File: config.mk
export PLATFORM = sky130hd
export DESIGN_NAME = mem_port_arbiter
export DESIGN_NICKNAME = d
export VERILOG_FILES = /design/src/rtl/mem_arb_pkg.sv /design/src/rtl/mem_arb_pick.sv /design/src/rtl/mem_port_arbiter.sv
export SDC_FILE = /design/constraint.sdc
export NUM_CORES = 1
export LEC_CHECK = 0
export CORE_MARGIN = 4
export CORE_UTILIZATION = 36
export DETAILED_ROUTE_END_ITERATION = 8
export MAX_ROUTING_LAYER = met4
export PLACE_DENSITY = 0.8
export SLEW_MARGIN = 20
export SYNTH_ARGS = -nofsm -noshare
export SYNTH_HDL_FRONTEND = slang
export SYNTH_HIERARCHICAL = 1
export SYNTH_SLANG_ARGS = --single-unit
File: constraint.sdc
create_clock -name clock -period 2.1 [get_ports clock]
set_input_delay 0.525 -clock clock [delete_from_list [all_inputs] [get_ports clock]]
set_output_delay 0.525 -clock clock [all_outputs]
set_load 0.005 [all_outputs]
File: src/rtl/mem_arb_pkg.sv
// Shared encodings for the fetch/data memory port arbiter.
//   state_t : arbiter FSM states
//   owner_t : which requester owns the in-flight transaction
//   SZ_*    : access size codes carried on dm_size / mem_size
package mem_arb_pkg;

    typedef enum logic [1:0] {
        ST_IDLE = 2'd0,
        ST_REQ  = 2'd1,
        ST_WAIT = 2'd2,
        ST_RESP = 2'd3
    } state_t;

    typedef enum logic {
        OWN_IF = 1'b0,
        OWN_DM = 1'b1
    } owner_t;

    localparam logic [1:0] SZ_BYTE = 2'd0;
    localparam logic [1:0] SZ_HALF = 2'd1;
    localparam logic [1:0] SZ_WORD = 2'd2;

endpackage

File: src/rtl/mem_arb_pick.sv
// Grant selection between fetch and data requesters, with a starvation
// counter that forces a fetch grant after STARVE_MAX back-to-back data grants.
//   clock, reset      : clock, synchronous active-high reset
//   idle              : arbiter is able to accept a request this cycle
//   if_req_valid      : fetch request pending
//   dm_req_valid      : data request pending
//   if_ready_c        : combinational fetch grant
//   dm_ready_c        : combinational data grant
module mem_arb_pick
    import mem_arb_pkg::*;
#(
    parameter int unsigned STARVE_MAX = 4
) (
    input  logic clock,
    input  logic reset,
    input  logic idle,
    input  logic if_req_valid,
    input  logic dm_req_valid,
    output logic if_ready_c,
    output logic dm_ready_c
);

    localparam int unsigned CW = $clog2(STARVE_MAX + 1);

    logic [CW-1:0] starve_cnt;
    logic [CW-1:0] starve_d;
    logic          force_if_c;

    // Data wins unless fetch has been starved long enough
    always_comb begin
        force_if_c = if_req_valid && (starve_cnt == CW'(STARVE_MAX));
        dm_ready_c = idle && dm_req_valid && !force_if_c;
        if_ready_c = idle && if_req_valid && !dm_ready_c;
    end

    // Counts data grants that happen while a fetch is waiting
    always_comb begin
        starve_d = starve_cnt;
        if (!if_req_valid || if_ready_c) begin
            starve_d = '0;
        end else if (dm_ready_c && (starve_cnt != CW'(STARVE_MAX))) begin
            starve_d = starve_cnt + CW'(1);
        end
    end

    always_ff @(posedge clock) begin
        if (reset) begin
            starve_cnt <= '0;
        end else begin
            starve_cnt <= starve_d;
        end
    end

endmodule

File: src/rtl/mem_port_arbiter.sv
// Shares one single-ported memory between the fetch and data requesters.
// One transaction in flight at a time; the response is routed back to the
// requester that was granted.
//   clock, reset                      : clock, synchronous active-high reset
//   if_req_*/if_addr                  : fetch request (ready is combinational)
//   if_rsp_valid/if_rsp_data          : fetch response pulse
//   dm_req_*/dm_addr/wdata/we/size    : data request (ready is combinational)
//   dm_rsp_valid/dm_rsp_data          : data response pulse (0 data on store)
//   mem_req_valid/mem_*               : one-cycle request to memory
//   mem_rsp_valid/mem_rsp_data        : memory response pulse
//   err                               : sticky unexpected-response flag
module mem_port_arbiter
    import mem_arb_pkg::*;
#(
    parameter int unsigned DATAW      = 32,
    parameter int unsigned ADDRW      = 32,
    parameter int unsigned STARVE_MAX = 4
) (
    input  logic             clock,
    input  logic             reset,
    input  logic             if_req_valid,
    output logic             if_req_ready,
    input  logic [ADDRW-1:0] if_addr,
    output logic             if_rsp_valid,
    output logic [DATAW-1:0] if_rsp_data,
    input  logic             dm_req_valid,
    output logic             dm_req_ready,
    input  logic [ADDRW-1:0] dm_addr,
    input  logic [DATAW-1:0] dm_wdata,
    input  logic             dm_we,
    input  logic [1:0]       dm_size,
    output logic             dm_rsp_valid,
    output logic [DATAW-1:0] dm_rsp_data,
    output logic             mem_req_valid,
    output logic [ADDRW-1:0] mem_addr,
    output logic [DATAW-1:0] mem_wdata,
    output logic             mem_we,
    output logic [1:0]       mem_size,
    input  logic             mem_rsp_valid,
    input  logic [DATAW-1:0] mem_rsp_data,
    output logic             err
);

    state_t           state_q, state_d;
    owner_t           owner_q, owner_d;
    logic             store_q, store_d;
    logic             idle_c;

    logic             mem_req_valid_d;
    logic [ADDRW-1:0] mem_addr_d;
    logic [DATAW-1:0] mem_wdata_d;
    logic             mem_we_d;
    logic [1:0]       mem_size_d;
    logic             if_rsp_valid_d;
    logic [DATAW-1:0] if_rsp_data_d;
    logic             dm_rsp_valid_d;
    logic [DATAW-1:0] dm_rsp_data_d;
    logic             err_d;

    assign idle_c = (state_q == ST_IDLE);

    mem_arb_pick #(
        .STARVE_MAX (STARVE_MAX)
    ) u_pick (
        .clock        (clock),
        .reset        (reset),
        .idle         (idle_c),
        .if_req_valid (if_req_valid),
        .dm_req_valid (dm_req_valid),
        .if_ready_c   (if_req_ready),
        .dm_ready_c   (dm_req_ready)
    );

    // Next state and next registered outputs; the mem_* registers double as
    // the request latch, the rsp_* registers as the response latch.
    always_comb begin
        state_d         = state_q;
        owner_d         = owner_q;
        store_d         = store_q;
        mem_req_valid_d = 1'b0;
        mem_addr_d      = '0;
        mem_wdata_d     = '0;
        mem_we_d        = 1'b0;
        mem_size_d      = '0;
        if_rsp_valid_d  = 1'b0;
        if_rsp_data_d   = '0;
        dm_rsp_valid_d  = 1'b0;
        dm_rsp_data_d   = '0;
        // A response is only legal while waiting for one
        err_d           = err || (mem_rsp_valid && (state_q != ST_WAIT));

        case (state_q)
            ST_IDLE: begin
                if (dm_req_ready) begin
                    state_d         = ST_REQ;
                    owner_d         = OWN_DM;
                    store_d         = dm_we;
                    mem_req_valid_d = 1'b1;
                    mem_addr_d      = dm_addr;
                    mem_wdata_d     = dm_wdata;
                    mem_we_d        = dm_we;
                    mem_size_d      = dm_size;
                end else if (if_req_ready) begin
                    state_d         = ST_REQ;
                    owner_d         = OWN_IF;
                    store_d         = 1'b0;
                    mem_req_valid_d = 1'b1;
                    mem_addr_d      = if_addr;
                    mem_size_d      = SZ_WORD;
                end
            end
            ST_REQ: begin
                state_d = ST_WAIT;
            end
            ST_WAIT: begin
                if (mem_rsp_valid) begin
                    state_d = ST_RESP;
                    if (owner_q == OWN_DM) begin
                        dm_rsp_valid_d = 1'b1;
                        dm_rsp_data_d  = store_q ? '0 : mem_rsp_data;
                    end else begin
                        if_rsp_valid_d = 1'b1;
                        if_rsp_data_d  = mem_rsp_data;
                    end
                end
            end
            ST_RESP: begin
                state_d = ST_IDLE;
            end
            default: begin
                state_d = ST_IDLE;
            end
        endcase
    end

    always_ff @(posedge clock) begin
        if (reset) begin
            state_q       <= ST_IDLE;
            owner_q       <= OWN_IF;
            store_q       <= 1'b0;
            mem_req_valid <= 1'b0;
            mem_addr      <= '0;
            mem_wdata     <= '0;
            mem_we        <= 1'b0;
            mem_size      <= '0;
            if_rsp_valid  <= 1'b0;
            if_rsp_data   <= '0;
            dm_rsp_valid  <= 1'b0;
            dm_rsp_data   <= '0;
            err           <= 1'b0;
        end else begin
            state_q       <= state_d;
            owner_q       <= owner_d;
            store_q       <= store_d;
            mem_req_valid <= mem_req_valid_d;
            mem_addr      <= mem_addr_d;
            mem_wdata     <= mem_wdata_d;
            mem_we        <= mem_we_d;
            mem_size      <= mem_size_d;
            if_rsp_valid  <= if_rsp_valid_d;
            if_rsp_data   <= if_rsp_data_d;
            dm_rsp_valid  <= dm_rsp_valid_d;
            dm_rsp_data   <= dm_rsp_data_d;
            err           <= err_d;
        end
    end

endmodule

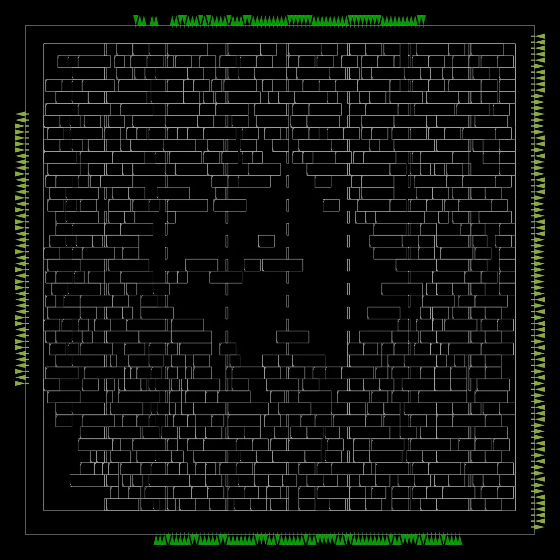
(run_1/placement.png)
flip-flop and latch count: 142
tapcell count: 143

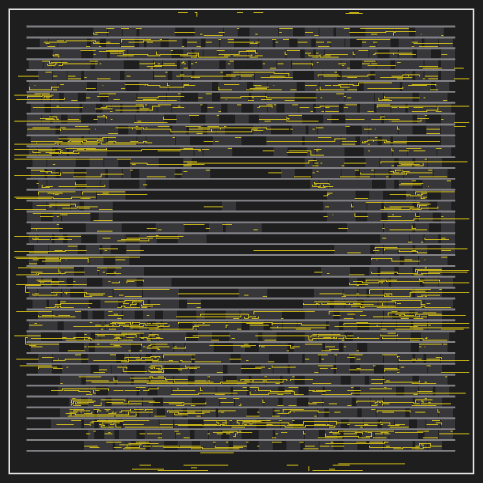
(run_1/layer_met1.png)
Scale: 4 px per µm. Supply wires on this layer in gray.
- nets with wire on the layer: 683
- longest straight run: 31.3 µm
- main direction: horizontal

==> run notes, run 1 <==
The skew report gives the latency at the later pin of the worst-skew pair as 0.42 ns. The internal power consumption is 5.78 mW, and the number of input and output port buffers inserted is 272. For the initial DRC count, the log shows 128.

The depth of the worst register-to-register path was 8; the proportion of synthesized area in mux cells was 0.240%. The routed wire length per instance was 16.8 µm. The cell-mix breakdown from Yosys lists the compound-gate area share as 8.94%. The commonest register cell is sky130_fd_sc_hd__dfxtp_1. Global routing finished with a remaining overflow of 0.

The number of warnings printed during yosys synthesis was 6; the net switching power was 1.69 mW. Max-cap violations in this run came to 0. After synthesis, the mean cell area works out to 12.2 µm². With the sequential-to-total area share from yosys stat at 68.1%, the buffer count from post-CTS setup fixing is 0.

Clock network power for this build is 2.90 mW. The power report lists the combinational group at 1.47 mW. For this run, the total global-route usage over all layers was measured as 20.0%. The largest share of the power goes to sequential cells. In this run the cell area of the synthesized design comes to 4170 µm².

The run gives 342 as the cell total in the yosys stat output. The critical path is of the reg2out type. With the share of power burned in combinational logic at 19.6%, the global-route wire length before repair is 19.3 mm. The tools report the TritonCTS buffer count as 17.

Highest metal layer with signal wires: met4. The wire length on met1 came out at 4.73 mm. The run finished with clean final reports. The global routing stage identified its most utilized layer as met2. The flow reports that the clock network draws 38.8% of the design power. For flop-to-flop paths, the worst setup slack is 0.34 ns. The largest fanout on the critical path is 5, and the placed instance count is 753. The via density per instance was 4.44.

Per the OpenROAD floorplan log, the area of the core is 11400 µm². STA puts the critical path data required time at 1.57 ns. The dominant delay contributor by cell family on the critical path is flip-flops.

The final layout report lists a filler cell count of 830. The floorplan die width was 116 µm; the smallest hold slack was 0.493 ns. The cell sitting at the root of the clock tree is a sky130_fd_sc_hd__clkbuf_16.
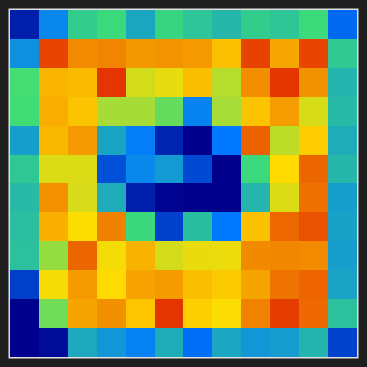
(run_1/cell_density.png)
Scale: 3 px per µm. 12 x 12 tiles, from dark blue (low) to red (high), 0 to 100% covered.
- fullest tile: 94%
- emptiest ninth of the die: center
- tiles over 75% full: 39%
- mean over tiles: 57%
- nearly empty tiles: 4.9%

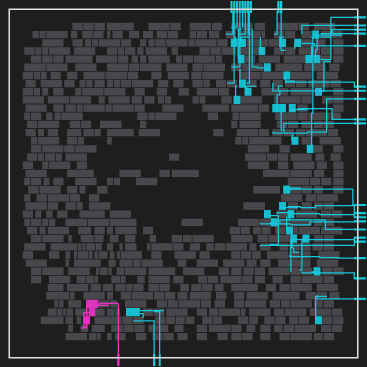
(run_1/io_fan.png)
Scale: 3 px per µm.
- cyan: `dm_wdata` (bits 32; direction input; edge 20 right, 10 top, 2 bottom; end cells 32; buffers 32; wire 938 µm)
- magenta: `dm_req_valid` (bits 1; direction input; edge bottom; end cells 3; buffers 2; wire 48.4 µm)

[run 1: cell usage after synthesis, types with 2 or more instances]
cell                       count  area share (%)
sky130_fd_sc_hd__a22o_1       32             6.7
sky130_fd_sc_hd__and2_1       98              15
sky130_fd_sc_hd__buf_2         4            0.48
sky130_fd_sc_hd__or3_1         2            0.30
sky130_fd_sc_hd__nor2_1        5            0.45
sky130_fd_sc_hd__inv_2         2            0.18
sky130_fd_sc_hd__nor2b_1       2            0.30
sky130_fd_sc_hd__clkbuf_1     12             1.1
sky130_fd_sc_hd__nor3b_1       2            0.36
sky130_fd_sc_hd__inv_1         6            0.54
sky130_fd_sc_hd__o21ai_0       4            0.48
sky130_fd_sc_hd__a21boi_0      2            0.36
sky130_fd_sc_hd__ha_1          5             1.5
sky130_fd_sc_hd__dfxtp_1     142              68
sky130_fd_sc_hd__nand2_1       4            0.36
sky130_fd_sc_hd__a21oi_1       5            0.60
[run 1: worst max-delay path by stage]
stage	from	end
6_report	u_pick/starve_cnt[0]$_SDFFE_PP0P_	dm_req_ready
5_1_grt	u_pick/starve_cnt[0]$_SDFFE_PP0P_	dm_req_ready
4_1_cts	u_pick/starve_cnt[0]$_SDFFE_PP0P_	dm_req_ready
3_5_place_dp	dm_req_valid	if_req_ready
3_3_place_gp	dm_req_valid	if_req_ready
2_1_floorplan	state_q[0]$_SDFFE_PP0P_	mem_addr[10]$_SDFF_PP0_
[run 1: flip-flops by register name, summed over array words and instances, names as in the netlist]
register	count
mem_wdata	32
mem_we	1
mem_size	2
store_q	1
state_q	2
if_rsp_data	32
err	1
dm_rsp_data	32
if_rsp_valid	1
mem_req_valid	1
dm_rsp_valid	1
owner_q	1
u_pick/starve_cnt	3
mem_addr	32
## Run 2: what changed since run 1
- CORE_UTILIZATION: 36 -> 37
- CTS_BUF_LIST: not set -> sky130_fd_sc_hd__clkbuf_4 sky130_fd_sc_hd__clkbuf_8
- PLACE_DENSITY: 0.8 -> 0.82
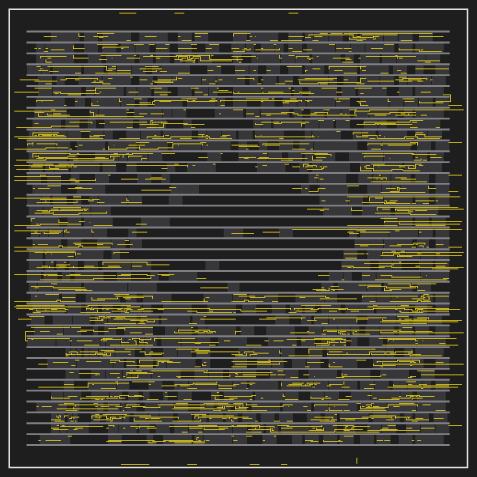
(run_2/layer_met1.png)
Scale: 4 px per µm. Supply wires on this layer in gray.
met1 usage in global routing: 20.9%
post-detailed-routing wire length: 13.2 mm
via count: 3550

==> run 2 against run 1 <==
Sequential power barely moved. Clock skew rose by 0.0027 ns. Synthesized cell count did not move. Register-to-register slack got worse by 0.05 ns. Sequential cell count did not move. Maximum frequency rose by 1.8%. Sequential share of layout area rose by 0.67 points. Worst hold slack improved by 0.011 ns. Area after synthesis did not move. Worst setup slack improved by 0.037 ns. Routed wire length rose by 0.44%. Critical path depth fell by 1.
==> run notes, run 2 <==
The run finished with clean final reports. The largest fanout on the critical path is 2 (was 5), and the TritonCTS buffer count is 17 (unchanged). With the reg2reg setup slack at 0.29 ns (was 0.34 ns), the routed wire length per instance is 16.8 µm (about the same). The floorplan die width works out to 114 µm (was 116 µm). Top cells excl fill/tap: sky130_fd_sc_hd__clkdlybuf4s50_1 (270), sky130_fd_sc_hd__dfxtp_1 (140), sky130_fd_sc_hd__and2_1 (98) (unchanged). The tools report the sequential-to-total area share from yosys stat as 68.1% (unchanged).

The smallest hold slack is 0.504 ns (was 0.493 ns). Commonest register cell after synthesis: sky130_fd_sc_hd__dfxtp_1 (unchanged). The run gives 10900 µm² (was 11400 µm²) as the core footprint.

The number of nets still failing antenna checks after routing is 0 (unchanged), and the leftover overflow at the end of global routing is 0 (unchanged). Most numerous cell types in the synthesized netlist: sky130_fd_sc_hd__dfxtp_1 (142), sky130_fd_sc_hd__and2_1 (98), sky130_fd_sc_hd__a22o_1 (32) (unchanged). The number of max-cap violations is 0 (unchanged). The post-synthesis cell type with the largest instance count is sky130_fd_sc_hd__dfxtp_1 (unchanged).

The slew at the pin closest to its max-slew limit was 0.374 ns (was 0.440 ns). The tools report the nature of the critical path endpoint as an output port (unchanged). The clock latency of the later-clocked register in the worst-skew pair was 0.44 ns (was 0.42 ns); the depth of the worst register-to-register path was 9 (was 8). The run gives 0.000611 V (was 0.000671 V) as the worst ir drop on vdd. The post-synthesis average cell area was 12.2 µm² (unchanged).

Ranking of synthesized cells by area: sky130_fd_sc_hd__dfxtp_1 (68%), sky130_fd_sc_hd__and2_1 (15%), sky130_fd_sc_hd__a22o_1 (6.7%), sky130_fd_sc_hd__ha_1 (1.5%), sky130_fd_sc_hd__clkbuf_1 (1.1%) (unchanged). The required time of the critical path is 1.57 ns (about the same). Starting density of the core: 38.2% (was 36.7%). The tools report the startpoint of the lowest-slack register-to-register path as u_pick/starve_cnt[1]$_SDFFE_PP0P_ (was u_pick/starve_cnt[0]$_SDFFE_PP0P_).

The run gives 752 (was 753) for the placed instance count. The end of the worst register-to-register path is mem_addr[5]$_SDFF_PP0_ (was mem_addr[0]$_SDFF_PP0_). The count of endpoints failing setup in the final report came out at 0 (unchanged). The number of warnings printed during yosys synthesis is 6 (unchanged), and the number of input and output port buffers inserted is 272 (unchanged). The top-area cell type share of the netlist area is 68.1% (unchanged), and the power per standard cell area is 896 nW/µm² (was 960 nW/µm²). For the global-route wire length before repair, the log shows 20.1 mm (was 19.3 mm). The tools report the combined global-route utilization of all metal layers as 20.9% (was 20.0%). The worst setup path endpoint was if_req_ready (was dm_req_ready).

The top cell type by total area after synthesis is sky130_fd_sc_hd__dfxtp_1 (unchanged). The initial DRC count was 141 (was 128). With the via density per instance at 4.52 (was 4.44), the number of max-slew violations in the final report is 0 (unchanged). Classification of the worst setup path: in2out (was reg2out). The tools report the cell at the root of the clock tree as sky130_fd_sc_hd__clkbuf_8 (was sky130_fd_sc_hd__clkbuf_16). The run gives 4170 µm² (unchanged) for the summed instance area of the synthesized netlist.

The tools report the cell total in the yosys stat output as 342 (unchanged). The beginning of the critical path is dm_req_valid (was u_pick/starve_cnt[0]$_SDFFE_PP0P_).
==> run 2: critical path: cells and delay by family <==
kind	cells	cell delay, ns
buf+inv	2	0.57
compound gates	1	0.18
simple gates	1	0.21
==> run 2: metal layers <==
layer,wire length (µm),vias to the layer above
met2,6930,166
li1,-,1706
met3,1020,30
met1,4870,1648
met5,0,-
met4,414,0
==> run 2: area by class of cell <==
cell class / instances / share of cell area, %
Inverter: 8 / 0.393
Clock buffer: 20 / 3.52
Tap cell: 140 / 2.29
Sequential cell: 142 / 37.2
Clock inverter: 12 / 2.06
Multi-Input combinational cell: 175 / 16.5
Timing Repair Buffer: 289 / 38.0
==> run 2: cell families after synthesis <==
logic type | count (synthesis) | synth area share [%]
simple gates | 122 | 18.7
buf+inv | 25 | 2.55
fa+ha+maj | 5 | 1.50
compound gates | 47 | 8.94
flops | 142 | 68.1
mux | 1 | 0.240
==> run 2: through the flow <==
| step | TNS (ns) | instance area [µm²] |
|---|---|---|
| 3_5_place_dp | -7.26 | 7180 |
| 2_1_floorplan | 0 | 4170 |
| 4_1_cts | 0 | 7640 |
| 3_3_place_gp | -3.36 | 7180 |
| 5_1_grt | 0 | 7640 |
| 6_report | 0 | 7640 |
==> run 2: power by group <==
| part | switching (mW) | total, mW | internal (mW) | leakage (nW) |
|---|---|---|---|---|
| sequential | 0.101 | 3.10 | 2.99 | 1.15 |
| clock | 1.03 | 2.29 | 1.26 | 0.210 |
| combinational | 0.491 | 1.46 | 0.970 | 1.66 |
==> run 2: what timing repair did <==
action,in CTS,in global routing
gates resized,16,1
hold endpoints to repair,0,0
endpoints found under the setup margin,2,1
buffers inserted,1,1
pin swaps,1,1
Power figures rest on the tool's default switching activity, not on a simulated workload.
